Run 1, routed clock nets over the placement:
(4 px per um)
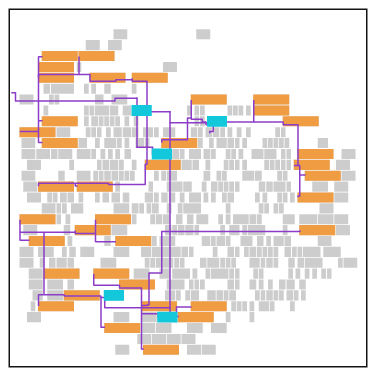
Run 1, signal wires by layer:
(3 px per um)
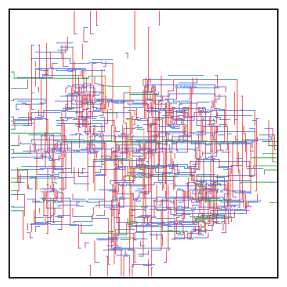
Run 1, signal wires on met3:
(3 px per um)
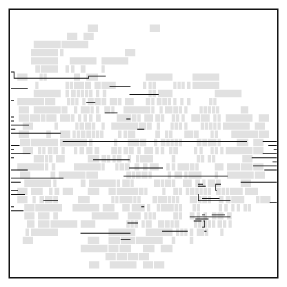
==> config.mk <==
export PLATFORM = sky130hd
export DESIGN_NAME = instr_sequencer_flat
export DESIGN_NICKNAME = d
export VERILOG_FILES = /design/src/rtl/instr_sequencer_pkg.sv /design/src/rtl/instr_sequencer_if.sv /design/src/rtl/instr_sequencer_opcode_classifier.sv /design/src/rtl/instr_sequencer.sv /design/src/flat_wrapper.sv
export SDC_FILE = /design/constraint.sdc
export NUM_CORES = 1
export LEC_CHECK = 0
export ABC_AREA = 1
export CAP_MARGIN = 20
export CORE_MARGIN = 2
export CORE_UTILIZATION = 37
export CTS_BUF_LIST = sky130_fd_sc_hd__clkbuf_4 sky130_fd_sc_hd__clkbuf_8 sky130_fd_sc_hd__clkbuf_16
export DETAILED_ROUTE_END_ITERATION = 8
export GPL_ROUTABILITY_DRIVEN = 1
export GPL_TIMING_DRIVEN = 1
export PLACE_DENSITY = 0.71
export SLEW_MARGIN = 25
export SYNTH_ARGS = -nofsm -noshare
export SYNTH_HDL_FRONTEND = slang
export SYNTH_SLANG_ARGS = --single-unit
==> constraint.sdc <==
create_clock -name clk -period 2.25 [get_ports clk]
set_input_delay 0.3375 -clock clk [delete_from_list [all_inputs] [get_ports clk]]
set_output_delay 0.3375 -clock clk [all_outputs]
set_load 0.02 [all_outputs]
==> qor.yml, run 1 <==
run_status: "finished clean"
final_common_cell: "nand2_1"
slowest_delay_ns: 0.40
switching_share_pct: 48.90
ys_sh_xor_pct: 2.947
area_delta_synth_final_pct: 23.15
path_buffers: 0
synth_area_per_cell_um2: 7.250
r2r_setup_slack_ns: 0.24
n_antenna_cell: 0
nFillCells: 699
coreArea_um2: 6907
clock_buffers: 5
simple_gate_share_pct: 34.38
worst_pin_slew_ns: 0.4727
setup_violations: 0
grt-busiest-layer: "met2"
top_area_cell: "dfrtp_1"
final_cell_count_no_fill: 515
dpl.cell_count: 507
first_pass_iters: 4
cts_sinks: 37
cp.depth: 14
gr-total-overflow: 0
common_cells: "nand2_1 (125), inv_1 (44), dfrtp_1 (37), nand3_1 (28), nor2_1 (21)"
grt_max_degree: 38
cts-root-buf: "clkbuf_8"
most-common-layout-cells: "nand2_1 (125), inv_1 (44), clkdlybuf4s50_1 (41), dfrtp_1 (37), nand3_1 (28)"
io_pins: 46
power_frac_comb_pct: 59.3
About 'routed clock nets over the placement':
legend:
  clock wires:
    color: purple
    length: 535 um
  flip-flops:
    color: orange
    count: 37
  clock drivers:
    color: cyan
    count: 5
routed clock nets: 6
flops lie: widely spread
clock network fraction of design power: 11.4%
Clk power: 0.468 mW
Clock Skew: 0.007985 ns
clk latency late pin: 0.30 ns

About 'signal wires by layer':
legend:
  metal 3:
    color: green
    wire_length: 392 um
  metal 4:
    color: orange
    wire_length: 94.5 um
  metal 2:
    color: red
    wire_length: 2980 um
  metal 1:
    color: blue
    wire_length: 2900 um
DRT Wirelength: 6365 um
DR WL/cell: 12.36 um
Total GRT Usage: 17.71%
vias post-DR: 2529

About 'signal wires on met3':
share of all routed wire: 6.2%
main direction: horizontal
met3 usage: 4.063%

Run 1, congestion heat map:
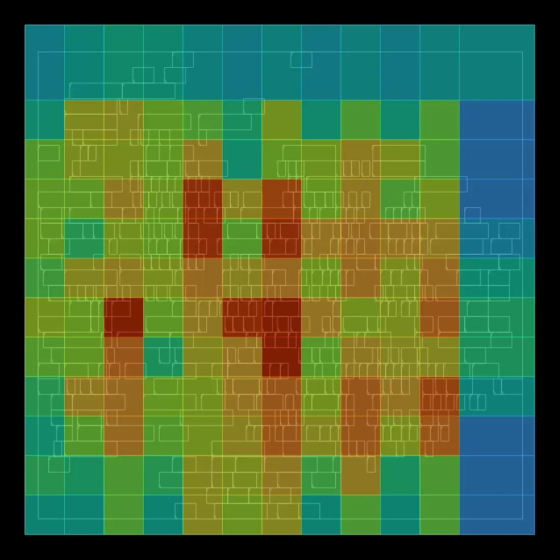

==> run 1 -> run 2 <==
Settings changed: REMOVE_ABC_BUFFERS set to 1.
Run 2, congestion heat map:
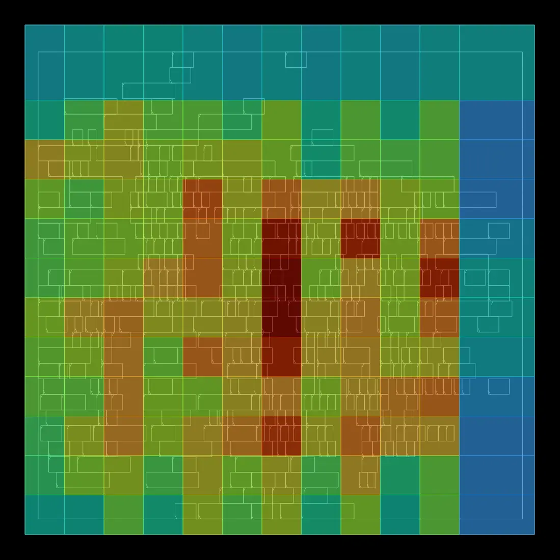
Total GRT Usage: 18.03%
met1 Use GR: 23.82%
met3 usage: 3.324%
GR Util met2: 30.33%
global route hottest layer: met2

==> run 2 against run 1 <==
Compared with the run above:
- cell area increased by 0.95%
- cell count is 0.19% lower
- first-iteration DRC count down 8.5%
- routed wire length up 1.3%
- worst setup slack lost 0.0035 ns
- register-to-register slack about the same
- sequential share of layout area fell by 0.26 points
- count of clock-buffer cells in the layout is 1 higher
- synthesized area unchanged
- sequential power about the same
- synthesized cell count unchanged
==> qor.yml, run 2 <==
final_common_cell: "nand2_1"  # unchanged
synth_area_per_cell_um2: 7.250  # unchanged
clock_buffers: 6  # was 5
switching_share_pct: 47.46  # was 48.90%
n_antenna_cell: 0  # unchanged
routedWlPerCell_um: 12.55  # was 12.36 um
coreArea_um2: 6907  # unchanged
area_delta_synth_final_pct: 24.32  # was 23.15%
path_buffers: 0  # unchanged
io_pins: 46  # unchanged
cts-root-buf: "clkbuf_8"  # unchanged
insertion_delay_ns: 0.30  # about the same
final_cell_count_no_fill: 514  # was 515
most-common-layout-cells: "nand2_1 (125), inv_1 (44), clkdlybuf4s50_1 (41), dfrtp_1 (37), nand3_1 (27)"  # was nand2_1 (125), inv_1 (44), clkdlybuf4s50_1 (41), dfrtp_1 (37), nand3_1 (28)
first_pass_iters: 5  # was 4
worst_pin_slew_ns: 0.4784  # was 0.4727 ns
wirelength_um: 6450  # was 6365 um
gr-total-overflow: 0  # unchanged
slew_headroom_pct: 68.10  # was 68.48%
simple_gate_share_pct: 34.38  # unchanged
common_cells: "nand2_1 (125), inv_1 (44), dfrtp_1 (37), nand3_1 (28), nor2_1 (21)"  # unchanged
vias: 2498  # was 2529
dpl.cell_count: 506  # was 507
grt_max_degree: 38  # unchanged
setup_violations: 0  # unchanged
r2r_setup_slack_ns: 0.24  # about the same
power_frac_comb_pct: 57.3  # was 59.3%
run_status: "finished clean"  # unchanged
Run 2, routed clock nets over the placement:
(4 px per um)
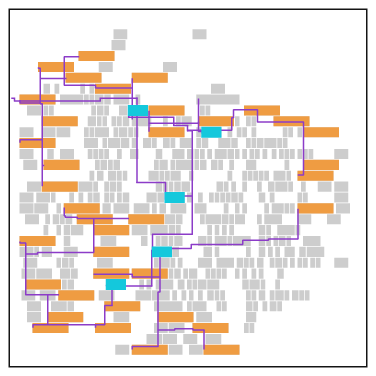
legend:
  clock drivers:
    color: cyan
    count: 5
  flip-flops:
    color: orange
    count: 37
  clock wires:
    color: purple
    length: 538 um
flops lie: widely spread
routed clock nets: 6
Clk power: 0.617 mW
clock network fraction of design power: 14.4%

Power is estimated from default activity; no workload was simulated.
